<file path="config.mk">
export PLATFORM = sky130hd
export DESIGN_NAME = sprite_palette_bank_flat
export DESIGN_NICKNAME = d
export VERILOG_FILES = /design/src/rtl/sprite_palette_bank_if.sv /design/src/rtl/sprite_palette_bank.sv /design/src/flat_wrapper.sv
export SDC_FILE = /design/constraint.sdc
export NUM_CORES = 1
export LEC_CHECK = 0
export ABC_CLOCK_PERIOD_IN_PS = 5800
export CORE_UTILIZATION = 63
export CTS_BUF_LIST = sky130_fd_sc_hd__clkbuf_8 sky130_fd_sc_hd__clkbuf_16
export CTS_CLUSTER_DIAMETER = 150
export DETAILED_ROUTE_END_ITERATION = 8
export MAX_ROUTING_LAYER = met4
export PLACE_DENSITY = 0.81
export SYNTH_ARGS = -nofsm -noshare
export SYNTH_HDL_FRONTEND = slang
export SYNTH_SLANG_ARGS = --single-unit
</file>
<file path="constraint.sdc">
create_clock -name Clk -period 5.8 [get_ports Clk]
set_clock_uncertainty 0.2 [all_clocks]
set_input_delay 1.16 -clock Clk [delete_from_list [all_inputs] [get_ports Clk]]
set_output_delay 1.16 -clock Clk [all_outputs]
set_load 0.02 [all_outputs]
</file>
<file path="src/rtl/sprite_palette_bank_if.sv">
// sprite_palette_bank_if: pixel lookup and palette write bus between pixel fetchers and the palette.
interface sprite_palette_bank_if #(
    parameter int INDEX_W = 4,
    parameter int CHAN_W = 4,
    parameter int BANKS = 4
);
    localparam int BANK_W = BANKS > 1 ? $clog2(BANKS) : 1;
    logic wr_en;
    logic [BANK_W-1:0] wr_bank;
    logic [INDEX_W-1:0] wr_index;
    logic [3*CHAN_W-1:0] wr_rgb;
    logic pix_valid_i;
    logic [INDEX_W-1:0] pix_index_i;
    logic [CHAN_W-1:0] red;
    logic [CHAN_W-1:0] green;
    logic [CHAN_W-1:0] blue;
    logic pix_valid_o;
    logic transparent_o;
    modport master (
        output wr_en, wr_bank, wr_index, wr_rgb, pix_valid_i, pix_index_i,
        input red, green, blue, pix_valid_o, transparent_o
    );
    modport slave (
        input wr_en, wr_bank, wr_index, wr_rgb, pix_valid_i, pix_index_i,
        output red, green, blue, pix_valid_o, transparent_o
    );
endinterface

</file>
<file path="src/rtl/sprite_palette_bank.sv">
// sprite_palette_bank: banked writable palette, 2-stage lookup with transparency key,
// frame-boundary bank switch and frame-paced brightness fade.
module sprite_palette_bank #(
    parameter int INDEX_W = 4,
    parameter int CHAN_W = 4,
    parameter int BANKS = 4,
    parameter int FADE_DIV = 2,
    localparam int BANK_W = BANKS > 1 ? $clog2(BANKS) : 1,
    localparam int LVL_W = CHAN_W + 1
) (
    input  logic Clk,
    input  logic Reset_n,
    sprite_palette_bank_if.slave bus,
    input  logic frame_start,
    input  logic [BANK_W-1:0] bank_sel,
    input  logic fade_start,
    input  logic [LVL_W-1:0] fade_target,
    output logic fade_busy,
    output logic fade_done,
    output logic [LVL_W-1:0] fade_level
);
    localparam int ENTRIES = 2 ** INDEX_W;
    localparam int RGB_W = 3 * CHAN_W;
    localparam int CNT_W = $clog2(FADE_DIV + 1);
    localparam logic [LVL_W-1:0] FULL = LVL_W'(1) << CHAN_W;

    typedef enum logic {IDLE, FADING} state_t;

    logic [RGB_W-1:0] mem [BANKS][ENTRIES];
    logic [BANK_W-1:0] active;
    logic [RGB_W-1:0] s1_rgb;
    logic s1_valid;
    logic s1_trans;
    state_t state;
    logic [LVL_W-1:0] target;
    logic [LVL_W-1:0] clamped;
    logic [LVL_W-1:0] next_level;
    logic [CNT_W-1:0] cnt;

    function automatic logic [CHAN_W-1:0] scale(input logic [CHAN_W-1:0] c, input logic [LVL_W-1:0] lvl);
        return CHAN_W'(((2 * CHAN_W)'(c) * (2 * CHAN_W)'(lvl)) >> CHAN_W);
    endfunction

    always_ff @(posedge Clk) begin
        if (!Reset_n) begin
            for (int b = 0; b < BANKS; b++)
                for (int e = 0; e < ENTRIES; e++)
                    mem[b][e] <= '0;
            active <= '0;
        end else begin
            if (bus.wr_en && 32'(bus.wr_bank) < BANKS)
                mem[bus.wr_bank][bus.wr_index] <= bus.wr_rgb;
            if (frame_start && 32'(bus_sel_ok(bank_sel)) != 0)
                active <= bank_sel;
        end
    end

    function automatic logic bus_sel_ok(input logic [BANK_W-1:0] b);
        return 32'(b) < BANKS;
    endfunction

    // Stage 1 reads through the old memory contents, so a same-cycle write is seen one lookup later.
    always_ff @(posedge Clk) begin
        if (!Reset_n) begin
            s1_rgb <= '0;
            s1_valid <= 1'b0;
            s1_trans <= 1'b0;
            bus.red <= '0;
            bus.green <= '0;
            bus.blue <= '0;
            bus.pix_valid_o <= 1'b0;
            bus.transparent_o <= 1'b0;
        end else begin
            s1_rgb <= mem[active][bus.pix_index_i];
            s1_valid <= bus.pix_valid_i;
            s1_trans <= bus.pix_index_i == '0;
            bus.red <= scale(s1_rgb[RGB_W-1 -: CHAN_W], fade_level);
            bus.green <= scale(s1_rgb[2*CHAN_W-1 -: CHAN_W], fade_level);
            bus.blue <= scale(s1_rgb[CHAN_W-1:0], fade_level);
            bus.pix_valid_o <= s1_valid;
            bus.transparent_o <= s1_valid & s1_trans;
        end
    end

    always_comb begin
        clamped = fade_target > FULL ? FULL : fade_target;
        next_level = fade_level < target ? fade_level + LVL_W'(1) : fade_level - LVL_W'(1);
    end

    // fade_start takes priority, so a coincident frame_start never advances the counter.
    always_ff @(posedge Clk) begin
        if (!Reset_n) begin
            state <= IDLE;
            target <= FULL;
            cnt <= '0;
            fade_level <= FULL;
            fade_done <= 1'b0;
        end else begin
            fade_done <= 1'b0;
            if (fade_start) begin
                target <= clamped;
                cnt <= '0;
                state <= clamped != fade_level ? FADING : IDLE;
                fade_done <= clamped == fade_level;
            end else if (state == FADING && frame_start) begin
                if (cnt == CNT_W'(FADE_DIV - 1)) begin
                    cnt <= '0;
                    fade_level <= next_level;
                    if (next_level == target) begin
                        state <= IDLE;
                        fade_done <= 1'b1;
                    end
                end else begin
                    cnt <= cnt + CNT_W'(1);
                end
            end
        end
    end

    assign fade_busy = state == FADING;
endmodule

</file>
<file path="src/flat_wrapper.sv">
// flat-port wrapper written by rule: the top's interface ports become plain ports
module sprite_palette_bank_flat 
#(
    parameter int INDEX_W = 4,
    parameter int CHAN_W = 4,
    parameter int BANKS = 4,
    parameter int FADE_DIV = 2,
    localparam int BANK_W = BANKS > 1 ? $clog2(BANKS) : 1,
    localparam int LVL_W = CHAN_W + 1
)
  (Clk, Reset_n, frame_start, bank_sel, fade_start, fade_target, fade_busy, fade_done, fade_level, bus_wr_en, bus_wr_bank, bus_wr_index, bus_wr_rgb, bus_pix_valid_i, bus_pix_index_i, bus_red, bus_green, bus_blue, bus_pix_valid_o, bus_transparent_o);
  sprite_palette_bank_if #(.INDEX_W(INDEX_W), .CHAN_W(CHAN_W), .BANKS(BANKS)) bus_i ();
  input  logic Clk;
  input  logic Reset_n;
  input  logic frame_start;
  input  logic [BANK_W-1:0] bank_sel;
  input  logic fade_start;
  input  logic [LVL_W-1:0] fade_target;
  output logic fade_busy;
  output logic fade_done;
  output logic [LVL_W-1:0] fade_level;
  input wire logic [$bits(bus_i.wr_en)-1:0] bus_wr_en;
  input wire logic [$bits(bus_i.wr_bank)-1:0] bus_wr_bank;
  input wire logic [$bits(bus_i.wr_index)-1:0] bus_wr_index;
  input wire logic [$bits(bus_i.wr_rgb)-1:0] bus_wr_rgb;
  input wire logic [$bits(bus_i.pix_valid_i)-1:0] bus_pix_valid_i;
  input wire logic [$bits(bus_i.pix_index_i)-1:0] bus_pix_index_i;
  output wire logic [$bits(bus_i.red)-1:0] bus_red;
  output wire logic [$bits(bus_i.green)-1:0] bus_green;
  output wire logic [$bits(bus_i.blue)-1:0] bus_blue;
  output wire logic [$bits(bus_i.pix_valid_o)-1:0] bus_pix_valid_o;
  output wire logic [$bits(bus_i.transparent_o)-1:0] bus_transparent_o;
  assign bus_i.wr_en = bus_wr_en;
  assign bus_i.wr_bank = bus_wr_bank;
  assign bus_i.wr_index = bus_wr_index;
  assign bus_i.wr_rgb = bus_wr_rgb;
  assign bus_i.pix_valid_i = bus_pix_valid_i;
  assign bus_i.pix_index_i = bus_pix_index_i;
  assign bus_red = bus_i.red;
  assign bus_green = bus_i.green;
  assign bus_blue = bus_i.blue;
  assign bus_pix_valid_o = bus_i.pix_valid_o;
  assign bus_transparent_o = bus_i.transparent_o;
  sprite_palette_bank #(.INDEX_W(INDEX_W), .CHAN_W(CHAN_W), .BANKS(BANKS), .FADE_DIV(FADE_DIV)) u_core (.Clk(Clk), .Reset_n(Reset_n), .bus(bus_i), .frame_start(frame_start), .bank_sel(bank_sel), .fade_start(fade_start), .fade_target(fade_target), .fade_busy(fade_busy), .fade_done(fade_done), .fade_level(fade_level));
endmodule
</file>
==> images/placed.png <==
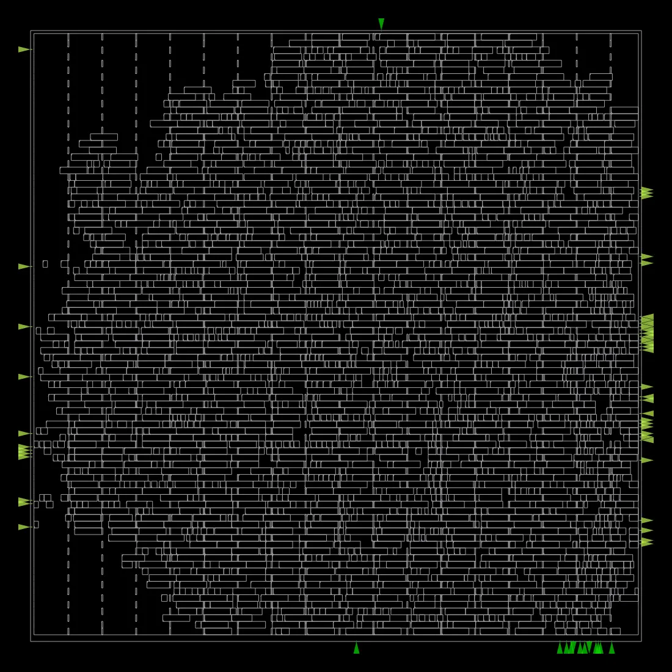
post-route non-filler standard cell count: 3523
utilization of the core after routing: 0.702
site row count: 90

==> images/clock_wires.png <==
Scale: 1 px per um.
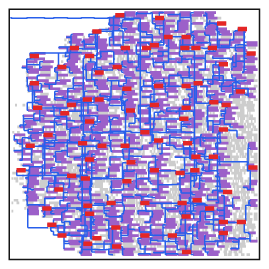
Purple is flip-flops, count 814. Blue is clock wires, length 9170 um. Red is clock-net drivers, count 83.
There are 84 routed clock nets. Position of the flops: spread over the die.

==> images/ff_map.png <==
Scale: 1 px per um. Other sequential cells in the stronger gray, the rest of the logic in the fainter gray.
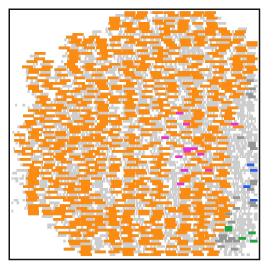
Blue is u_core.bus.red, placed flops 4. Magenta is u_core.s1_rgb, placed flops 12. Orange is u_core.mem, placed flops 768, where spread over the die. Green is u_core.target, placed flops 5, where bottom right.
Another 25 sequential cells are not colored.

==> images/class_map.png <==
Scale: 1 px per um.
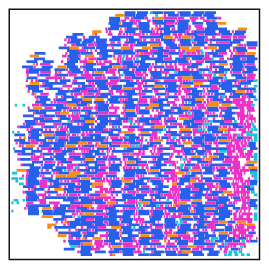
Cyan is remaining buffers and delay cells, cells 140, share of their area 2.8%. Magenta is remaining logic cells, cells 1634, share of their area 32%. Blue is registers, cells 814, share of their area 58%. Orange is clock drivers and dummy loads, cells 153, share of their area 7.0%.
final instance area: 42300 sq um
sequential portion of the cell area: 0.567
placeable core area: 60200 sq um

[metrics by stage]
stage / setup slack [ns] / util / power, mW
after global placement: 0.771 / 0.654 / 7.94
after global routing: 1.69 / 0.702 / 13.8
after CTS: 1.36 / 0.702 / 13.5
final: 1.64 / 0.702 / 13.5
after floorplan: 2.29 / - / 7.55
after detailed placement: 0.722 / 0.654 / 7.98
[power groups by stage]
stage / Clock (mW) / Sequential (mW) / Combinational, mW
global placement: 0 / 6.95 / 0.994
global route: 5.86 / 6.87 / 1.08
finish: 5.62 / 6.85 / 1.03
floorplan: 0 / 6.91 / 0.641
detailed placement: 0 / 6.97 / 1.01
CTS: 5.64 / 6.85 / 1.02
==> out/metrics.json <==
{
  "worst_hold_path": {
    "hold_path_class": "reg -> reg"
  },
  "cells_and_area": {
    "final_layout_size_suffix_gt1_frac": 0.143,
    "numSequentialCells": 814,
    "fillerInstances": 3772,
    "comb_share": 0.311,
    "layout.nonclk_buf_frac": 0.0273
  },
  "synth": {
    "synthesis.area_per_instance_sq_um": 14.2,
    "synth-area-yosys_sq_um": 38400,
    "asyncSetResetFlopFracSynth": 0
  },
  "flow_run": {
    "timing.max_cap.violations": 1
  },
  "detailed_routing": {
    "wl_met1_mm": 35.9,
    "vias_after_detailed_routing": 22900,
    "topRoutingLayerUsed": "met4",
    "via_per_inst": 6.50
  },
  "setup_path": {
    "criticalPathCategory": "in -> reg",
    "critPathBufInv": 2,
    "cp_data_arrival_time_ns": 4.49
  },
  "clocking": {
    "cts-htree-levels": 3,
    "cts_setup_buffers": 0
  },
  "outcome": {
    "violations": "max-capacitance violations",
    "outcome": "finished with violations"
  },
  "power": {
    "power_leakage_nw": 14.9
  },
  "global_routing": {
    "via_count_of_the_first_global_routing_pass": 23000,
    "grt_antenna_before_repair": 2
  },
  "floorplan": {
    "core_util_floorplan": 0.637,
    "die_height_um": 249
  }
}
No activity file was given, so power comes from the tool's default toggle rates.
